<file path="src/rtl/lane_sum_pkg.sv">
// Shared types for the lane-sum engine: command opcodes and FSM states.
// Optional build macro LANE_SUM_SAT_EN clamps sums to the lane width.
package lane_sum_pkg;

    typedef enum logic [1:0] {
        OP_LOAD   = 2'd0,
        OP_SINGLE = 2'd1,
        OP_SWEEP  = 2'd2,
        OP_RSVD   = 2'd3
    } op_e;

    typedef enum logic {
        ST_IDLE  = 1'b0,
        ST_SWEEP = 1'b1
    } state_e;

endpackage

</file>
<file path="src/rtl/lane_sum_adder.sv">
// Combinational lane0 + lane k; k of 0 or out of range yields 0.
// With LANE_SUM_SAT_EN defined the sum clamps to 2^LANE_W-1.
module lane_sum_adder
    import lane_sum_pkg::*;
#(
    parameter int LANE_W = 4,
    parameter int LANES  = 4,
    parameter int SEL_W  = $clog2(LANES)
) (
    input  logic [LANE_W*LANES-1:0] data,
    input  logic [SEL_W-1:0]        k,
    output logic [LANE_W:0]         sum
);

    logic [LANE_W-1:0] lane_k;
    logic              k_ok;
    logic [LANE_W:0]   raw;

    always_comb begin
        lane_k = '0;
        k_ok   = 1'b0;
        for (int i = 1; i < LANES; i++) begin
            if (k == SEL_W'(i)) begin
                lane_k = data[i*LANE_W +: LANE_W];
                k_ok   = 1'b1;
            end
        end
        raw = {1'b0, data[LANE_W-1:0]} + {1'b0, lane_k};
`ifdef LANE_SUM_SAT_EN
        if (raw[LANE_W]) begin
            raw = {1'b0, {LANE_W{1'b1}}};
        end
`endif
        sum = k_ok ? raw : '0;
    end

endmodule

</file>
<file path="src/rtl/lane_sum_engine.sv">
// Lane-sum engine: LOAD/SINGLE/SWEEP commands, registered valid/ready output.
// Build macro LANE_SUM_SAT_EN selects saturating sums (see lane_sum_adder).
module lane_sum_engine
    import lane_sum_pkg::*;
#(
    parameter int LANE_W = 4,
    parameter int LANES  = 4,
    parameter int SEL_W  = $clog2(LANES)
) (
    input  logic                    clk,
    input  logic                    rst,
    input  logic                    cmd_valid,
    output logic                    cmd_ready,
    input  logic [1:0]              cmd_op,
    input  logic [SEL_W-1:0]        cmd_sel,
    input  logic [LANE_W*LANES-1:0] d,
    output logic                    out_valid,
    input  logic                    out_ready,
    output logic [LANE_W:0]         out,
    output logic [SEL_W-1:0]        out_idx,
    output logic                    out_last,
    output logic                    busy
);

    state_e                  state_q, state_d;
    logic [SEL_W-1:0]        k_q, k_d;
    logic [LANE_W*LANES-1:0] data_q, data_d;
    logic                    valid_q, valid_d;
    logic [LANE_W:0]         sum_q, sum_d;
    logic [SEL_W-1:0]        idx_q, idx_d;
    logic                    last_q, last_d;

    op_e              op;
    logic             accept;
    logic             xfer;
    logic [SEL_W-1:0] add_k;
    logic [LANE_W:0]  add_sum;
    logic             k_last;

    assign op     = op_e'(cmd_op);
    assign xfer   = valid_q && out_ready;
    assign k_last = (k_q == SEL_W'(LANES-1));
    assign add_k  = (state_q == ST_SWEEP) ? k_q : cmd_sel;

    // Gated by rst so every output reads 0 while reset is held.
    assign cmd_ready = rst && (state_q == ST_IDLE) && !valid_q;
    assign accept    = cmd_valid && cmd_ready;

    lane_sum_adder #(
        .LANE_W (LANE_W),
        .LANES  (LANES),
        .SEL_W  (SEL_W)
    ) u_adder (
        .data (data_q),
        .k    (add_k),
        .sum  (add_sum)
    );

    always_comb begin
        state_d = state_q;
        k_d     = k_q;
        data_d  = data_q;
        valid_d = valid_q && !xfer;
        sum_d   = sum_q;
        idx_d   = idx_q;
        last_d  = last_q;
        case (state_q)
            ST_IDLE: begin
                if (accept) begin
                    case (op)
                        OP_LOAD: data_d = d;
                        OP_SINGLE: begin
                            valid_d = 1'b1;
                            sum_d   = add_sum;
                            idx_d   = cmd_sel;
                            last_d  = 1'b1;
                        end
                        OP_SWEEP: begin
                            state_d = ST_SWEEP;
                            k_d     = SEL_W'(1);
                        end
                        default: ;
                    endcase
                end
            end
            ST_SWEEP: begin
                if (!valid_q || xfer) begin
                    valid_d = 1'b1;
                    sum_d   = add_sum;
                    idx_d   = k_q;
                    last_d  = k_last;
                    if (k_last) begin
                        state_d = ST_IDLE;
                    end else begin
                        k_d = k_q + SEL_W'(1);
                    end
                end
            end
            default: state_d = ST_IDLE;
        endcase
    end

    always_ff @(posedge clk or negedge rst) begin
        if (!rst) begin
            state_q <= ST_IDLE;
            k_q     <= '0;
            data_q  <= '0;
            valid_q <= 1'b0;
            sum_q   <= '0;
            idx_q   <= '0;
            last_q  <= 1'b0;
        end else begin
            state_q <= state_d;
            k_q     <= k_d;
            data_q  <= data_d;
            valid_q <= valid_d;
            sum_q   <= sum_d;
            idx_q   <= idx_d;
            last_q  <= last_d;
        end
    end

    assign out_valid = valid_q;
    assign out       = sum_q;
    assign out_idx   = idx_q;
    assign out_last  = last_q;
    assign busy      = (state_q == ST_SWEEP);

endmodule

</file>
<file path="config.mk">
export PLATFORM = sky130hd
export DESIGN_NAME = lane_sum_engine
export DESIGN_NICKNAME = d
export VERILOG_FILES = /design/src/rtl/lane_sum_pkg.sv /design/src/rtl/lane_sum_adder.sv /design/src/rtl/lane_sum_engine.sv
export SDC_FILE = /design/constraint.sdc
export NUM_CORES = 1
export LEC_CHECK = 0
export CORE_MARGIN = 10
export CORE_UTILIZATION = 50
export CTS_BUF_LIST = sky130_fd_sc_hd__clkbuf_8
export CTS_CLUSTER_SIZE = 24
export DETAILED_ROUTE_END_ITERATION = 10
export GPL_ROUTABILITY_DRIVEN = 1
export PLACE_DENSITY = 0.8
export SETUP_SLACK_MARGIN = 0.5
export SLEW_MARGIN = 10
export SYNTH_ARGS = -nofsm -noshare
export SYNTH_HDL_FRONTEND = slang
export SYNTH_SLANG_ARGS = --single-unit
</file>
<file path="constraint.sdc">
create_clock -name clk -period 8.3 [get_ports clk]
set_clock_uncertainty 0.2 [all_clocks]
set_input_delay 0.83 -clock clk [delete_from_list [all_inputs] [get_ports clk]]
set_output_delay 0.83 -clock clk [all_outputs]
set_load 0.05 [all_outputs]
</file>
Figure 1. Signal wires on met1.
Supply wires on this layer in grey.
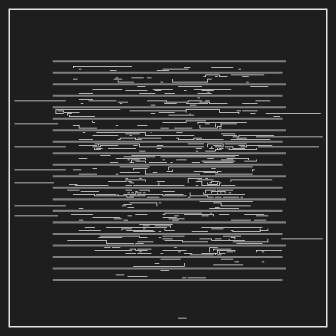
share of all routed wire = 42%
wire length on this layer = 1370 um
GR Layer Usage met1: 13.4%
Detailed Route WL: 3230 um
routed vias: 1015

Figure 2. The metal 2 layer.
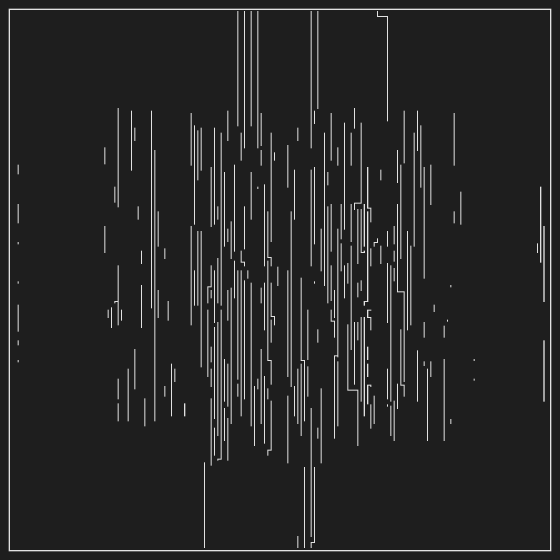
nets with wire on the layer = 156
wire length on this layer = 1580 um
share of all routed wire = 49%
longest straight run = 37.4 um
met2 GRT Util: 20.8%

Figure 3. Metal 3.
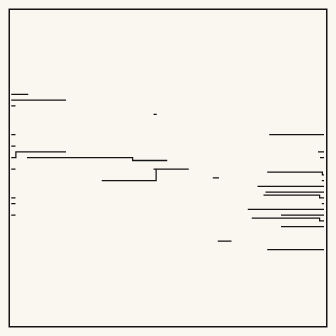
share of all routed wire = 7.3%
wire length on this layer = 237 um
main direction = horizontal
nets with wire on the layer = 26
longest straight run = 24.8 um
met3 track demand over resource: 4.60%

==> flow_summary_export.csv <==
group,metric,value,unit
status,outcome,"completed",
critical_path,critPathKind,"primary input to primary output",
power_and_ir_drop,leakagePower,0.839,nW
critical_path,crit_chain,"clkdlybuf4s50_1, buf_4, nor3b_1, clkdlybuf4s50_1",
placement,place_ws,4.53,ns
sta,hold_ws,0.317,ns
clock_tree,cts_resized,0,
clock_tree,clockBufferDepth,2,
critical_path,max_stage_delay,0.84,ns
route,drcViolationCount,0,
final_layout,drive_gt1_share,22.3,%
global_routing,grt_overflow,0,
sta,post-route-min-period,3.75,ns
sta,finalClockPeriodUsage,45.1,%
critical_path,crit_slowest_cell,"clkdlybuf4s50_1",
synth,yosysTopAreaCell,"dfrtp_1",
clock_tree,holdBufCountCts,0,
synth,synth-main-ff-cell,"dfrtp_1",
floorplan,fp.dieW,74.7,um
final_layout,diodes,0,
sta,hold_violations,0,
final_layout,lay_top_cells,"clkdlybuf4s50_1 (34), dfrtp_1 (28), mux2_2 (19), mux2i_1 (8), ha_1 (6)",
clock_tree,cts_tree,"built",
synth,synth-edff-count,0,
global_routing,grt_max_degree,31,
synth,synthCells,111,
global_routing,grt_pass1_vias,1155,
clock_tree,postCtsSetupBuffers,0,
worst_hold_path,whs_path_depth,1,
synth,top_cell,"dfrtp_1",
placement,hpwlAfterDp,2530,um
job,warnings,27,
final_layout,mi_logic_area,759,um2
critical_path,worstPathRequired,7.27,ns
global_routing,grtUsageTotal,12.1,%
route,drtIter0Drc,56,
route,drt_pass1_iterations,4,
synth,syn_nets,142,
synth,common_cells,"dfrtp_1 (28), mux2_2 (19), mux2i_1 (8)",
clock_tree,path_clk_slew,0.09,ns
Figure 4. The clock network.
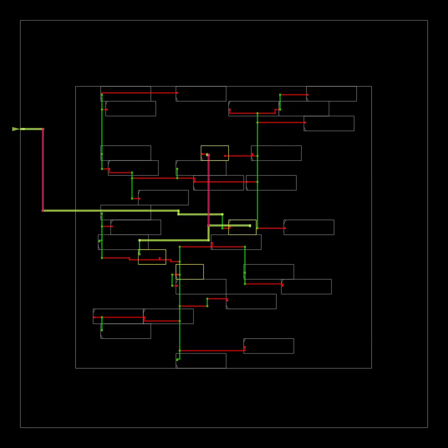
CTS Buf Count: 3
clkbuf count: 4
clk latency late pin: 0.27 ns
clk sinks: 28
flop count: 28

Figure 5. Wiring heat map.
Bar = 20 um. 15 x 15 tiles, from dark purple (low) to yellow (high), scaled to the fullest tile. Values are wire area over tile area, all layers added.
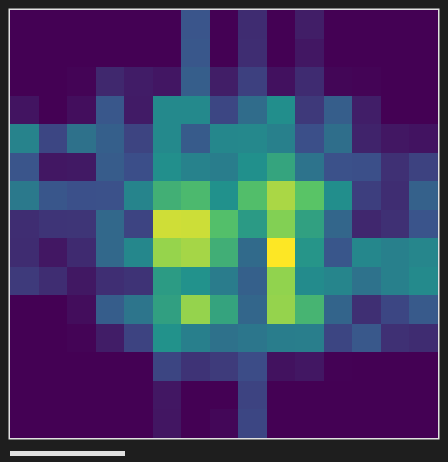
mean over tiles = 0.093
densest ninth of the die = middle
tiles over half the peak = 12%
emptiest ninth of the die = bottom left
nearly empty tiles = 33%

worst max path at each step:
stage	end	slack (ns)	depth (start not counted)
finish	cmd_ready	4.55	4
global route	cmd_ready	4.47	4
CTS	cmd_ready	4.52	4
detailed placement	cmd_ready	4.53	4
global placement	cmd_ready	4.56	4
floorplan	cmd_ready	5.24	2
registers in the layout, summed over array words and instances (netlist names):
name / cells
busy: 1
data_q: 16
k_q: 2
out: 5
out_idx: 2
out_last: 1
out_valid: 1
logic make-up (layout without fill, tap and decap cells):
family | count (synthesis) | count (layout) | share of synthesized area [%]
compound gates | 19 | 19 | 11.9
xor+xnor | 1 | 1 | 0.586
fa+ha+maj | 7 | 7 | 6.37
buf+inv | 5 | 42 | 2.26
flops | 28 | 28 | 46.9
mux | 27 | 27 | 19.7
simple gates | 24 | 24 | 12.3
per-layer routing:
layer,vias to the layer above,share of wire (%),GRT usage (%)
met5,-,0,0
met4,0,1.3,3.99
met3,6,7.3,4.60
met2,30,49,20.8
met1,490,42,13.4
li1,489,-,-
critical path, delay by kind of cell:
kind / cells / cell delay (ns)
buffers and inverters: 3 / 1.66
and+or+nand+nor: 1 / 0.23
cell type report:
cell class / instances / share of cell area, %
Tap cell: 31 / 2.03
Timing Repair Buffer: 35 / 18.2
Multi-Input combinational cell: 78 / 39.7
Inverter: 3 / 0.589
Clock buffer: 4 / 2.88
Sequential cell: 28 / 36.6
power breakdown:
part           switching, mW  internal (mW)  total [mW]
Combinational          0.218          0.190       0.408
Clock                 0.0424         0.0425      0.0849
Sequential            0.0545          0.203       0.258
Total                  0.314          0.436       0.750
Power figures rest on the tool's default switching activity, not on a simulated workload.
